==> run_1/placed.png <==
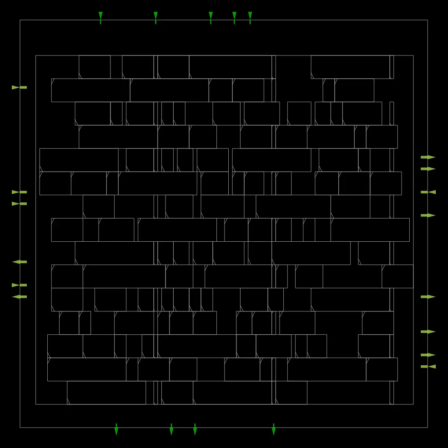
==> run_1/clock_wires.png <==
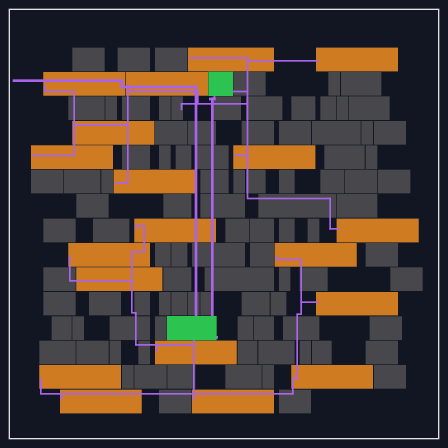
==> run_1/layers.png <==
The bar under the picture is 10 um long. Two of the layers only.
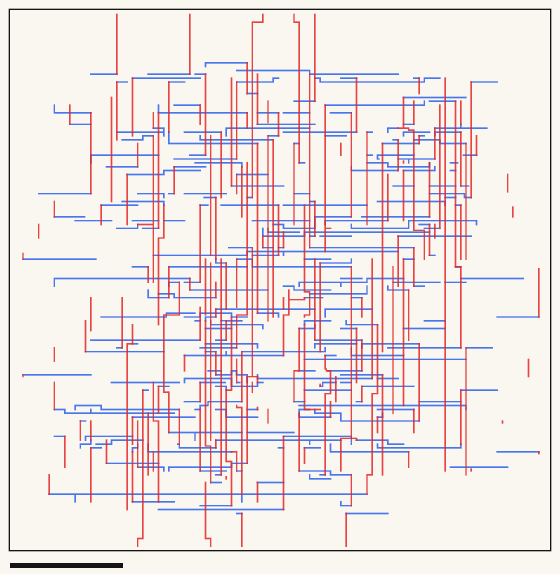
===== src/rtl/prog_seq_detector.sv =====
`default_nettype none
// ============================================================================
// Module      : prog_seq_detector
// Description : Serial pattern detector with a loadable pattern, overlap mode
//               and a saturating match counter.
// Revision    : 1.0 - initial release
// ============================================================================
module prog_seq_detector #(
    parameter int                 SEQ_LEN     = 4,
    parameter logic [SEQ_LEN-1:0] RST_PATTERN = 4'b1010,
    parameter int                 CNT_W       = 8
) (
    input  logic                         clk,
    input  logic                         reset_n,
    input  logic                         d_in,
    input  logic                         d_valid,
    input  logic                         overlap_en,
    input  logic                         load_en,
    input  logic [SEQ_LEN-1:0]           load_pattern,
    input  logic                         cnt_clr,
    output logic                         q_out,
    output logic [CNT_W-1:0]             match_count,
    output logic [$clog2(SEQ_LEN+1)-1:0] fill
);

    localparam int               FILL_W    = $clog2(SEQ_LEN + 1);
    localparam logic [FILL_W-1:0] FILL_FULL = FILL_W'(SEQ_LEN);
    localparam logic [CNT_W-1:0]  CNT_MAX   = {CNT_W{1'b1}};

    logic [SEQ_LEN-1:0] pattern_q, pattern_d;
    logic [SEQ_LEN-1:0] history_q, history_d;
    logic [FILL_W-1:0]  fill_q, fill_d;
    logic               q_out_q, q_out_d;
    logic [CNT_W-1:0]   count_q, count_d;

    logic [SEQ_LEN-1:0] history_shift;
    logic [FILL_W-1:0]  fill_inc;
    logic               match;

    always_comb begin
        pattern_d     = pattern_q;
        history_d     = history_q;
        fill_d        = fill_q;
        q_out_d       = 1'b0;
        match         = 1'b0;
        history_shift = {history_q[SEQ_LEN-2:0], d_in};
        fill_inc      = (fill_q == FILL_FULL) ? fill_q : fill_q + FILL_W'(1);

        if (load_en) begin
            pattern_d = load_pattern;
            history_d = '0;
            fill_d    = '0;
        end else if (d_valid) begin
            history_d = history_shift;
            fill_d    = fill_inc;
            if ((fill_inc == FILL_FULL) && (history_shift == pattern_q)) begin
                match   = 1'b1;
                q_out_d = 1'b1;
                // Non-overlapping mode restarts the window from scratch
                if (!overlap_en) begin
                    fill_d = '0;
                end
            end
        end
    end

    always_comb begin
        count_d = count_q;
        if (cnt_clr) begin
            count_d = '0;
        end else if (match && (count_q != CNT_MAX)) begin
            count_d = count_q + CNT_W'(1);
        end
    end

    always_ff @(posedge clk or negedge reset_n) begin
        if (!reset_n) begin
            pattern_q <= RST_PATTERN;
            history_q <= '0;
            fill_q    <= '0;
            q_out_q   <= 1'b0;
            count_q   <= '0;
        end else begin
            pattern_q <= pattern_d;
            history_q <= history_d;
            fill_q    <= fill_d;
            q_out_q   <= q_out_d;
            count_q   <= count_d;
        end
    end

    assign q_out       = q_out_q;
    assign match_count = count_q;
    assign fill        = fill_q;

endmodule
`default_nettype wire


===== config.mk =====
export PLATFORM = sky130hd
export DESIGN_NAME = prog_seq_detector
export DESIGN_NICKNAME = d
export VERILOG_FILES = /design/src/rtl/prog_seq_detector.sv
export SDC_FILE = /design/constraint.sdc
export NUM_CORES = 1
export LEC_CHECK = 0
export CAP_MARGIN = 40
export CORE_MARGIN = 1.5
export CORE_UTILIZATION = 53
export CTS_CLUSTER_SIZE = 12
export DETAILED_ROUTE_END_ITERATION = 16
export GPL_TIMING_DRIVEN = 1
export HOLD_SLACK_MARGIN = 0.15
export PLACE_DENSITY_LB_ADDON = 0.1
export SLEW_MARGIN = 15
export SYNTH_ARGS = -nofsm -noshare
export SYNTH_HDL_FRONTEND = slang
export SYNTH_SLANG_ARGS = --single-unit
export TNS_END_PERCENT = 10

===== constraint.sdc =====
create_clock -name clk -period 4.5 [get_ports clk]
set_clock_uncertainty 0.05 [all_clocks]
set_input_delay 1.35 -clock clk [delete_from_list [all_inputs] [get_ports clk]]
set_output_delay 1.35 -clock clk [all_outputs]
set_load 0.02 [all_outputs]

==> summary.txt, run 1 <==
Implementation summary

The flow ran to the end, and the final reports show no timing, DRC or antenna violations. TritonCTS built the clock tree. met3 track demand over resource after global routing is 0.05283. For this design the top-level I/O count stands at 23. The final timing report derives a shortest allowable period of approximately 3.3 ns. Max-cap violations in this run came to 0.

The starting density of the core is 0.5868. The first detailed-routing pass ran for 4 iterations. The post-layout instance count excluding filler cells is between 100 and 150. The commonest register cell is sky130_fd_sc_hd__dfrtp_1. The count of pins over their slew limit is 0.

The synthesis-to-layout area growth is 25.21%. Hold is met by 0.4891 ns. The slowest stage cell on the critical path is sky130_fd_sc_hd__or4b_4. The total of buffers placed on input and output ports is 22. The chip area in the Yosys report is roughly 1100 um2. In this run the critical register-to-register path is launched from fill[0]. Buffers inserted to repair hold after CTS numbered 0. The clock root buffer is sky130_fd_sc_hd__clkbuf_4. The most common cell in the synthesized netlist is sky130_fd_sc_hd__dfrtp_1. The synth_stat.txt file lists the number of cells as between 90 and 100.

The detail-routed via count per cell is about 5.6. The number of antenna diodes in the final layout is 0. The DRC violation count after routing is 0. The total met2 wirelength after detailed routing is around 990 um. Wires add up to 2.112 mm. During synthesis, Yosys emitted a total of 0 warnings.

The share of the Yosys chip area taken by registers is 0.4521. Per STA, the worst path is made up of clkdlybuf4s50_1 > xor2_1 > nor3_1 > or4b_4 > or4_1 > a21oi_1. CTS built an H-tree with a depth of 1. In the final report, the number of hold violations comes to 0. The most frequent standard cell in the layout excluding fill and tap cells is sky130_fd_sc_hd__clkdlybuf4s50_1. Hold analysis shows the worst path with a depth of 1. The global router's overall resource usage is 0.2217.

The met1 layer usage reported by global route is 0.2827. The type of the worst setup path is input pin to flop. In this run the vertical extent of the chip is 47.67 um. Timing would allow up to 304.5 MHz.

The post-route total power is about 320 uW. The final timing report counts setup violations totalling 0.
About placed.png:
core region area: 1802 um2
num sequential: 19
# rows: 15
count of inserted tapcells: 25
Core Util, Final: 0.7347

About clock_wires.png:
[purple] clock wires | length: 276 um
[green] clock-net drivers | count: 3
[orange] flip-flops | count: 19
flops lie	widely spread
routed clock nets	4

About layers.png:
colour	layer	wire length
red	M2	987 um
blue	M1	960 um

[run 1: power breakdown]
part	total (mW)	switching [mW]	internal, mW
Sequential	0.185	0.00613	0.178
Clock	0.0904	0.0558	0.0346
Combinational	0.0481	0.0222	0.0259
[run 1: cell families after synthesis]
logic type	count (synthesis)	synth area share
compound gates	12	0.07456
mux	11	0.1124
fa+ha+maj	3	0.03551
simple gates	37	0.2450
flops	19	0.4521
xor+xnor	5	0.04143
buf+inv	9	0.03905
[run 1: layout make-up]
| cell class | instances | area (um2) |
|---|---|---|
| tap | 25 | 31.28 |
| inverter | 5 | 18.77 |
| sequential | 19 | 478.0 |
| clock buffer | 4 | 26.28 |
| multi-input combinational | 68 | 538.0 |
| timing repair buffer | 23 | 231.5 |
| fill | 138 | 478.0 |
==> run 2: changes to the inputs <==
--- a/config.mk
+++ b/config.mk
@@ -7,7 +7,7 @@
 export LEC_CHECK = 0
 export CAP_MARGIN = 40
 export CORE_MARGIN = 1.5
-export CORE_UTILIZATION = 53
+export CORE_UTILIZATION = 44
 export CTS_CLUSTER_SIZE = 12
 export DETAILED_ROUTE_END_ITERATION = 16
 export GPL_TIMING_DRIVEN = 1
==> constraint.sdc (replaced) <==
create_clock -name clk -period 2.8 [get_ports clk]
set_clock_uncertainty 0.05 [all_clocks]
set_input_delay 0.84 -clock clk [delete_from_list [all_inputs] [get_ports clk]]
set_output_delay 0.84 -clock clk [all_outputs]
set_load 0.02 [all_outputs]
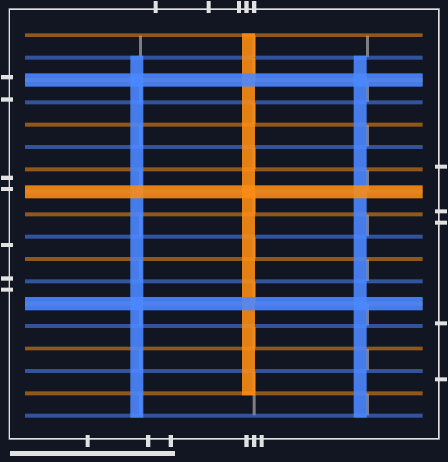
(run_2/floorplan.png)
The bar under the picture is 20 um long. Pins as bars on the die edge. Tap cells in grey.
colour	net
blue	VSS
orange	VDD
tap cells	28
rows	17

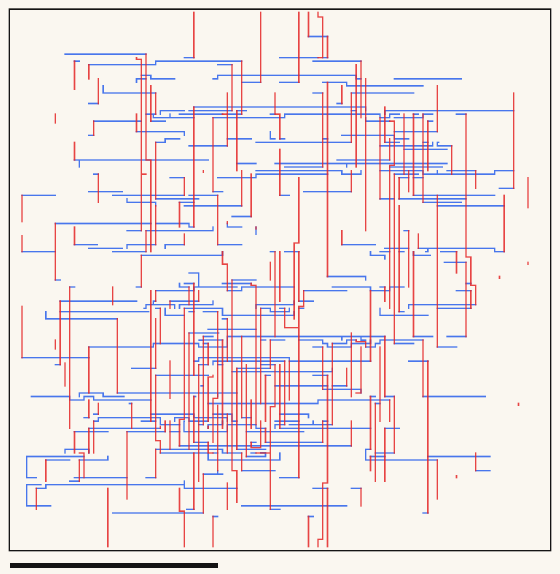
(run_2/layers.png)
The bar under the picture is 20 um long. Two of the layers only.
colour	layer	wire length
blue	M1	1,010 um
red	M2	969 um

==> summary.txt, run 2 <==
Implementation summary

The run finished with clean final reports. The starting density of the core is 0.4734. Yosys stat counts ~96 cells in the synthesized netlist.

TritonCTS built the clock tree. The flip-flop and latch power is just under 300 uW. The most frequent standard cell in the layout excluding fill and tap cells is sky130_fd_sc_hd__clkdlybuf4s50_1. The die height is roughly 52 um. The number of hold buffers added after CTS was 0. The met3 routing resource usage after global routing is 0.03448. After synthesis, the share of cell area in mux cells is 0.1124. The floorplan step defined a core boundary enclosing 2233 um2. The final standard cell utilization of the core is 0.6134. The cell depth of the worst min-delay path is 1. During placement, the flow inserted port buffers numbering 22. The power report attributes to the combinational group a share of 0.162. The worst flop-to-flop path startpoint is fill[1]. Looking at the cell usage after synthesis, the top flip-flop cell is sky130_fd_sc_hd__dfrtp_1. Among the non-sequential cells, simple AND/OR/NAND/NOR gates take the most area. The final antenna diode tally reported by the flow is 0. Looking at the gate-level netlist, the highest instance count belongs to sky130_fd_sc_hd__dfrtp_1. The area share of and/or/nand/nor cells after synthesis is 0.2450. The script computed the net switching share of total power as 0.2641. The number of rows created at floorplan is 17. The CTS H-tree depth is 1.

Power attributed to combinational cells is roughly 85 uW. The power report puts the net switching power at 138.9 uW. The number of ports placed on the die boundary is 23.

For this run, the chip area from Yosys synthesis comes to 1057 um2. The synthesis-to-layout area growth is 29.59%. The area share of xor/xnor cells in the synthesized design is 0.04142. The power report attributes to the clock group a share of 0.278. The met1 layer usage reported by global route is 0.2245. The sequential element share of the synthesized area is 0.4521. The most critical hold endpoint after final layout shows a slack of 0.4944 ns.

The number of setup violations in the final report is 0. The total met2 wirelength after detailed routing is roughly 970 um. The final routed wirelength across all metal layers is ~2.1 mm. Summed over all routing layers, the global router reports a total usage of 0.1821. The total of max-cap violations is 0.

The shortest period the worst path allows is 2.690 ns.
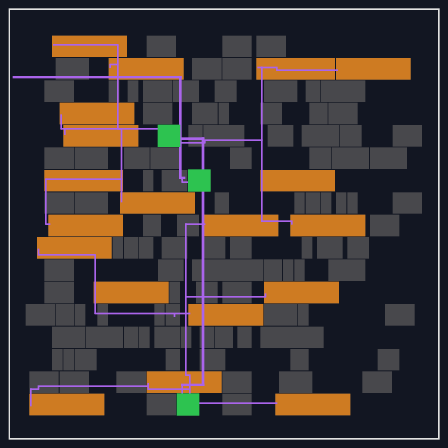
(run_2/clock_wires.png)
[orange] flip-flops | count: 19
[purple] clock wires | length: 272 um
[green] clock-net drivers | count: 3
routed clock nets	4

==> run 2: cell types whose count changed in the layout (fill, tap and decap cells not counted), sizes merged <==
| cell | previous run | this run |
|---|---|---|
| clkbuf | 4 | 3 |
| clkinv | 0 | 1 |
| buf | 1 | 7 |
==> run 2: final cells by class <==
type	instances	area, um2
Sequential cell	19	478.0
Fill cell	201	863.3
Clock inverter	1	5.005
Inverter	5	18.77
Multi-Input combinational cell	68	538.0
Timing Repair Buffer	29	272.8
Clock buffer	3	22.52
Tap cell	28	35.03
==> run 3: changes to the inputs <==
--- a/config.mk
+++ b/config.mk
@@ -7,7 +7,7 @@
 export LEC_CHECK = 0
 export CAP_MARGIN = 40
 export CORE_MARGIN = 1.5
-export CORE_UTILIZATION = 44
+export CORE_UTILIZATION = 40
 export CTS_CLUSTER_SIZE = 12
 export DETAILED_ROUTE_END_ITERATION = 16
 export GPL_TIMING_DRIVEN = 1
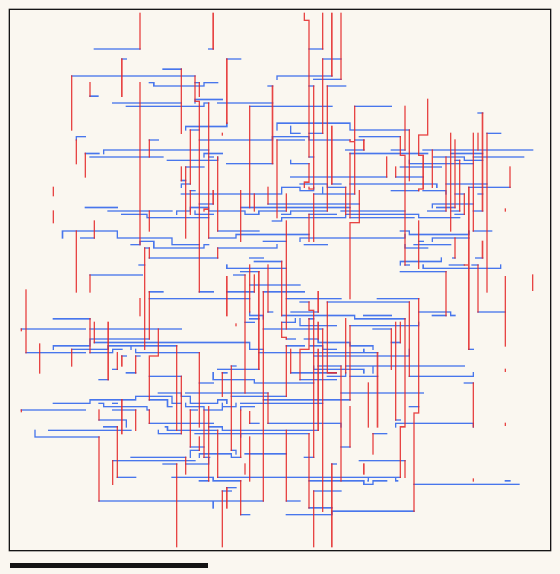
(run_3/layers.png)
The bar under the picture is 20 um long. Two of the layers only.
colour	layer	wire length
red	M2	880 um
blue	M1	1,090 um

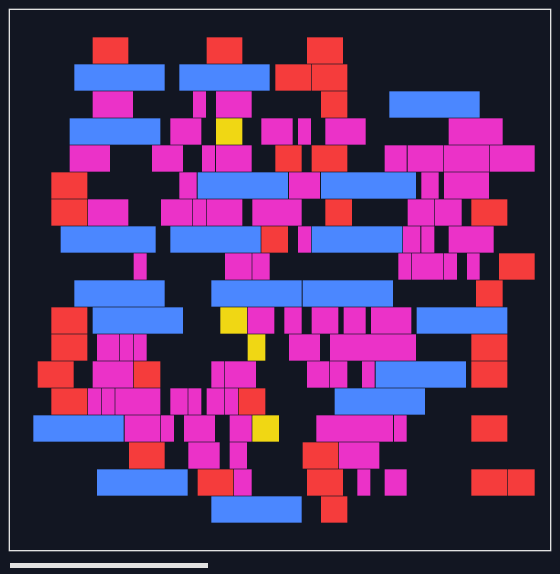
(run_3/class_map.png)
The bar under the picture is 20 um long.
colour	class	cells	share of their area
magenta	remaining logic cells	73	41%
blue	registers	19	35%
red	remaining buffers and delay cells	31	21%
yellow	clock drivers and dummy loads	4	2.0%

==> summary.txt, run 3 <==
Implementation summary

The run finished with clean final reports. sky130_fd_sc_hd__dfrtp_1 is the most common cell in the netlist. The total of max-cap violations is 0. Summing all multi-input logic gate instances after layout gives roughly 540 um2.

Counting I/O delays and the setup requirement, the final critical path takes approximately 2.7 ns. The share of synthesized cell area in and-or and or-and compound cells is 0.07456. The final standard cell utilization of the core is 0.5551.

The slowest stage of the critical path is the sky130_fd_sc_hd__or4b_4 cell. The synthesis-to-layout area growth is 31.24%. The number of fillers in the final layout is ~230. Looking at the clock tree report, the H-tree level count equals 1. The global router's overall resource usage is 0.1687. Of the combinational cells, the family taking the most area is simple AND/OR/NAND/NOR gates.

Among all cell classes, the greatest summed area belongs to multi-input combinational cells. The layout contains a multi-input combinational cell count of about 68. The chip area in the Yosys report is between 1000 and 1500 um2. The die height is about 54 um. The multi-input combinational area share is 0.3877.

For reference, the final report shows the hold violation count at 0. The iteration count recorded for the first detailed-route pass is 3. Per the cell usage report, the commonest logic cell in the layout is sky130_fd_sc_hd__clkdlybuf4s50_1.

23 I/O pins were placed. The total inserted antenna cells is 0. The sequential cell count of the final layout is 19. Derived from the worst setup path, the maximum achievable clock frequency is approximately 370 MHz. The cell depth of the worst min-delay path is 1. Per the synthesis report, the XOR/XNOR share of the synthesized area is 0.04142.

The DRC violation total left in the routed layout is recorded as 0. The clock tree from TritonCTS is built. CTS placed an instance of sky130_fd_sc_hd__clkbuf_4 at the clock tree root. The worst register-to-register path begins at fill[1]. In the global route stage, met3 resource usage came out at 0.02459.

The total area of sequential cells is 478.0 um2. The proportion of cell area occupied by registers is 0.3445. The final power report lists total power as about 530 uW. The portion of synthesized area spent on multiplexers is 0.1124.

The met1 layer usage reported by global route is 0.2228. The core region area is between 2000 and 2500 um2. The count of pins over their slew limit is 0. The layout has 31 buffers outside the clock class. The cell-mix breakdown from Yosys lists the simple-gate area share as 0.2450.
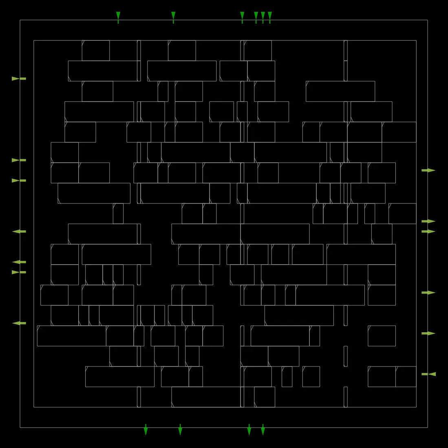
(run_3/placed.png)
count of inserted tapcells: 30
# rows: 18

## run 3: repair_timing
action,CTS,global route
setup buffers,0,2
setup endpoints to repair,0,2
hold buffers,0,0
## run 3: per-layer routing
| layer | up-vias | share of wire |
|---|---|---|
| met1 | 375 | 0.52 |
| met3 | 5 | 0.029 |
| met2 | 16 | 0.42 |
| li1 | 409 | - |
| met5 | - | 0 |
| met4 | 0 | 0.022 |
## run 3: stage by stage
step	setup slack, ns	area (um2)
floorplan	0.1104	1057
CTS	0.08093	1373
finish	0.09771	1388
detailed placement	-0.2390	1345
global placement	-0.1726	1345
global route	0.001309	1388
## run 3: report_power, final
group          switching (mW)  internal [mW]  leakage [nW]
combinational          0.0381         0.0467         0.308
sequential            0.00763          0.287         0.252
clock                  0.0936         0.0533        0.0177
Power is estimated from default activity; no workload was simulated.
